[config.mk]
export PLATFORM = sky130hd
export DESIGN_NAME = sa_skew_feeder
export DESIGN_NICKNAME = d
export VERILOG_FILES = /design/src/rtl/sa_skew_feeder.sv
export SDC_FILE = /design/constraint.sdc
export NUM_CORES = 1
export LEC_CHECK = 0
export ABC_CLOCK_PERIOD_IN_PS = 5000
export CORE_MARGIN = 5
export CORE_UTILIZATION = 30
export DETAILED_ROUTE_END_ITERATION = 12
export RECOVER_POWER = 50
export SLEW_MARGIN = 20
export SYNTH_ARGS = -nofsm -noshare
export SYNTH_HDL_FRONTEND = slang
export SYNTH_SLANG_ARGS = --single-unit
[constraint.sdc]
create_clock -name clk -period 5 [get_ports clk]
set_input_delay 1 -clock clk [delete_from_list [all_inputs] [get_ports clk]]
set_output_delay 1 -clock clk [all_outputs]
set_load 0.005 [all_outputs]
[src/rtl/sa_skew_feeder.sv]
// Input-side feeder for a systolic array: accepts N-word row beats and skews
// lane k by k extra cycles, framing the job with preload/busy/done.
module sa_skew_feeder #(
  parameter int unsigned WORD_LEN = 4,
  parameter int unsigned N        = 4,
  parameter int unsigned CNT_W    = 8
) (
  input  logic                  clk,
  input  logic                  nrst,
  input  logic                  start,
  input  logic                  in_valid,
  output logic                  in_ready,
  input  logic                  in_last,
  input  logic [N*WORD_LEN-1:0] in_data,
  output logic [N*WORD_LEN-1:0] out_data,
  output logic [N-1:0]          out_tag,
  output logic                  preload,
  output logic                  busy,
  output logic                  done,
  output logic [CNT_W-1:0]      beat_cnt
);

  localparam int unsigned DW = (N > 1) ? $clog2(N) : 1;

  typedef enum logic [1:0] {
    IDLE  = 2'd0,
    FEED  = 2'd1,
    DRAIN = 2'd2,
    DONE  = 2'd3
  } state_e;

  state_e           state_q;
  logic [DW-1:0]    drain_q;
  logic [CNT_W-1:0] beat_cnt_q;
  logic             preload_q;
  logic             busy_q;
  logic             done_q;
  logic             accept;

  assign in_ready = (state_q == FEED);
  assign accept   = in_valid & in_ready;

  // Job control; preload/busy/done are registered alongside the state.
  always_ff @(posedge clk or negedge nrst) begin
    if (!nrst) begin
      state_q    <= IDLE;
      drain_q    <= '0;
      beat_cnt_q <= '0;
      preload_q  <= 1'b0;
      busy_q     <= 1'b0;
      done_q     <= 1'b0;
    end else begin
      done_q <= 1'b0;
      case (state_q)
        IDLE: begin
          if (start) begin
            state_q    <= FEED;
            beat_cnt_q <= '0;
            preload_q  <= 1'b1;
            busy_q     <= 1'b1;
          end
        end
        FEED: begin
          if (accept) begin
            beat_cnt_q <= beat_cnt_q + CNT_W'(1);
            if (in_last) begin
              state_q <= DRAIN;
              drain_q <= '0;
            end
          end
        end
        DRAIN: begin
          if (drain_q == DW'(N - 1)) begin
            state_q   <= DONE;
            preload_q <= 1'b0;
            busy_q    <= 1'b0;
            done_q    <= 1'b1;
          end else begin
            drain_q <= drain_q + DW'(1);
          end
        end
        default: begin
          state_q <= IDLE;
        end
      endcase
    end
  end

  // Lane k: free-running chain of k+1 registers, zero/tag-0 bubbles when idle.
  for (genvar k = 0; k < N; k++) begin : g_lane
    logic [WORD_LEN-1:0] data_q [0:k];
    logic [k:0]          tag_q;

    always_ff @(posedge clk or negedge nrst) begin
      if (!nrst) begin
        for (int j = 0; j <= k; j++) begin
          data_q[j] <= '0;
        end
        tag_q <= '0;
      end else begin
        data_q[0] <= accept ? in_data[k*WORD_LEN +: WORD_LEN] : '0;
        tag_q[0]  <= accept;
        for (int j = 1; j <= k; j++) begin
          data_q[j] <= data_q[j-1];
          tag_q[j]  <= tag_q[j-1];
        end
      end
    end

    assign out_data[k*WORD_LEN +: WORD_LEN] = data_q[k];
    assign out_tag[k]                       = tag_q[k];
  end

  assign preload  = preload_q;
  assign busy     = busy_q;
  assign done     = done_q;
  assign beat_cnt = beat_cnt_q;

endmodule

==> impl_metrics.yaml <==
# generated from flow reports
drt:
  routed_wl_um: 4030
  drtPass1Iterations: 4
  drtIter0Drc: 60
  via_count: 1331
  drtAntennaViolNets: 0
  viasPerCell: 4.29
  drcViolationCount: 0
clocking:
  cts_tree: "yes"
  ctsResizeCount: 0
  clkSinkCount: 58
  clock_path_buffers: 2
  clock_insertion_delay_worst_skew_ns: 0.33
  ctsHoldBuffers: 0
  postCtsSetupBuffers: 0
critical_path:
  worstPathMaxFanout: 6
  critPathMaxStageDelay_ns: 0.56
  reg2reg_depth: 5
  crit_start: "state_q[1]$_DFFE_PN0P_"
  r2r_end: "state_q[1]$_DFFE_PN0P_"
  worstSetupPathType: "reg -> out"
  setup.worst_path.end: "in_ready"
  end_kind: "output pin"
  arrival_ns: 1.71
  slowest_stage: "clkdlybuf4s50_1"
  path_buffers: 2
  required_ns: 4.00
  cp_cell_sequence: "inv_1, ha_1, clkdlybuf4s50_1"
  ff2ff_setup_slack_ns: 3.03
  cp-start-kind: "flip-flop"
die:
  fp_util: 0.305
  dieArea_um2: 9150
  die_x_um: 95.7
  core_um2: 7210
  rows: 31
  ioPinCount: 53
synthesis:
  largest_area_cell: "dfrtp_1"
  ys_sh_xor: 0
  yosysUniqueCellTypes: 33
  topCellsByArea: "dfrtp_1, buf_4, and3_1, ha_1, mux2i_1"
  top_cell: "dfrtp_1"
  synth-simple-area-share: 0.143
  ys.warnings.count: 0
  edf_count: 0
  synth_area_per_cell_um2: 13.8
  top_logic_kind: "simple AND/OR/NAND/NOR gates"
  synthesis.nets: 188
  postSynthCellCount: 160
  synthFlopType: "dfrtp_1"
  synth_top_area_share: 0.659
  synthAdderAreaFrac: 0.0398
  syn_area_um2: 2200
  async_flop_share: 1.00
  ys_area_um2: 2200
  common_cells: "dfrtp_1, and3_1, buf_4, ha_1, nand2_1"
  yosysSeqAreaShare: 0.659
placement:
  place_hpwl_um: 2750
  port_buffers: 52
  pre_cts_ws_ns: 1.88
  place_congestion: 0.684
final_timing:
  worst_slew_pin_slew_ns: 0.678
  fin_worst_skew_ns: 0.00606
  period_used_share: 0.542
  setup_viol: 0
  period_needed_ns: 2.71
  fmax_mhz: 369
  hold_viol_final: 0
  max_slew_margin: 0.539
  layout_setup_ws_ns: 2.29
global_routing:
  use_met2: 0.144
  grt_max_degree: 59
  antenna_found_initial: 0
  grt_usage: 0.0978
  grt_pass1_vias: 1298
  top_usage_layer: "met2"
final_layout:
  drive_above_1_share: 0.109
  n_fill_cell: 700
  antenna_cells: 0
  area_growth_pct: 33.9
  nNetsFinal: 234
job:
  warning_count: 30
  cap_viol_max_count: 0
run_status:
  status: "completed"
min_path:
  worstHoldStart: "g_lane[2].data_q[4]$_DFF_PN0_"
pwr:
  power_density_nw_per_um2: 479
  power_mw: 1.41
  ir_worst_vdd_v: 0.000194
  p_leak_nw: 1.38
-- kinds of logic (layout without fill, tap and decap cells) --
group / count (synthesis) / in the layout
flops: 58 / 58
simple gates: 49 / 49
buf+inv: 22 / 73
compound gates: 17 / 17
fa+ha+maj: 7 / 7
mux: 7 / 7
-- report_power, final --
group	total (mW)	internal, mW	switching [mW]
combinational	0.357	0.185	0.172
sequential	0.587	0.544	0.0435
clock	0.467	0.292	0.175
-- layer usage --
| metal | share of wire | routed length (um) | vias up |
|---|---|---|---|
| met2 | 0.49 | 1970 | 48 |
| met5 | 0 | 0 | - |
| met3 | 0.063 | 255 | 8 |
| li1 | - | - | 638 |
| met4 | 0.022 | 88 | 0 |
| met1 | 0.43 | 1720 | 637 |
-- through the flow --
stage          instance area (um2)  hold slack, ns
5_1_grt                       2950           0.351
3_3_place_gp                  2730           0.331
2_1_floorplan                 2200           0.331
4_1_cts                       2950           0.348
6_report                      2950           0.347
3_5_place_dp                  2730           0.335
-- layout by cell type, fill, tap and decap left out, types with 3 or more instances in the layout --
cell type / instances
and3_1: 16
clkbuf_8: 10
clkdlybuf4s50_1: 51
dfrtp_1: 58
ha_1: 7
inv_1: 4
mux2i_1: 5
nand2_1: 7
nand2b_1: 5
nand3_1: 3
nand4_1: 3
o31ai_1: 5
-- registers in the layout (all words and copies together), names as in the netlist --
signal and count:
done 1, busy 1, state_q 2, out_data 12, g_lane.tag_q 4, drain_q 2, beat_cnt 8, g_lane.data_q 28
-- cell type report --
| type | count | area [um2] | area share |
|---|---|---|---|
| well taps | 99 | 124 | 0.0420 |
| clock buffers | 11 | 141 | 0.0479 |
| repair buffers | 53 | 523 | 0.177 |
| clock inverters | 5 | 77.6 | 0.0263 |
| inverters | 4 | 15.0 | 0.00509 |
| multi-input cells | 80 | 617 | 0.209 |
| flip-flops and latches | 58 | 1450 | 0.492 |
-- worst min path at each step --
stage,end,slack [ns],cells after the start
6_report,out_data[8]$_DFF_PN0_,0.35,0
4_1_cts,out_data[9]$_DFF_PN0_,0.35,0
2_1_floorplan,g_lane[2].data_q[4]$_DFF_PN0_,0.33,0
5_1_grt,g_lane[3].data_q[4]$_DFF_PN0_,0.35,0
3_5_place_dp,g_lane[3].data_q[10]$_DFF_PN0_,0.33,0
3_3_place_gp,g_lane[2].data_q[7]$_DFF_PN0_,0.33,0
m2.png
Drawn at 4 px/um.
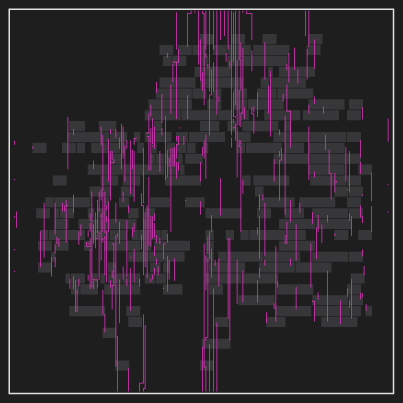
188 nets have wire on it. The layer carries 1,970 um of wire. The layer holds 49% of the routed length. The longest straight run is 32.6 um.

clock_wires.png
Drawn at 6 px/um.
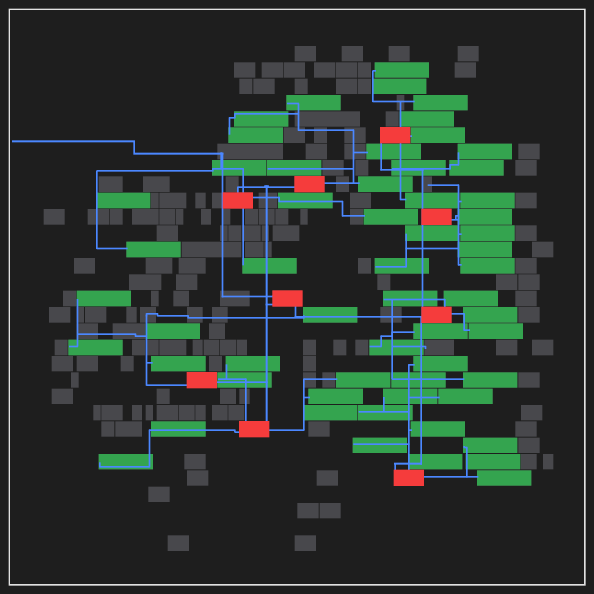
Key: blue = clock wires [length 740 um]; green = flip-flops [count 58]; red = clock-net drivers [count 9]
There are 10 routed clock nets.

pinout.png
Drawn at 3 px/um. Pins as bars across the die edge, other pins in grey.
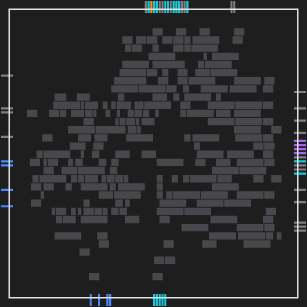
Key: blue = beat_cnt [pins 8, direction output, edge 4 bottom, 4 left]; cyan = in_data [pins 16, direction input, edge 9 top, 5 bottom, 2 right]; purple = out_tag [pins 4, direction output, edge right]; orange = preload [pins 1, direction output, edge top]
All pins by edge: 18 top, 18 right, 9 bottom, 8 left.

class_map.png
Drawn at 4 px/um. Fill, decap, tap and diode cells in grey.
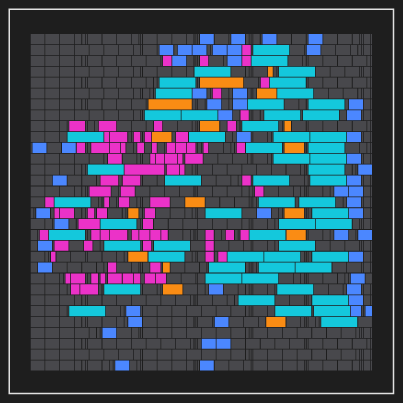
Key: magenta = remaining logic cells [cells 84, share of their area 22%]; orange = clock drivers and dummy loads [cells 16, share of their area 7.8%]; blue = remaining buffers and delay cells [cells 53, share of their area 19%]; cyan = registers [cells 58, share of their area 51%]

No activity file was given, so power comes from the tool's default toggle rates.
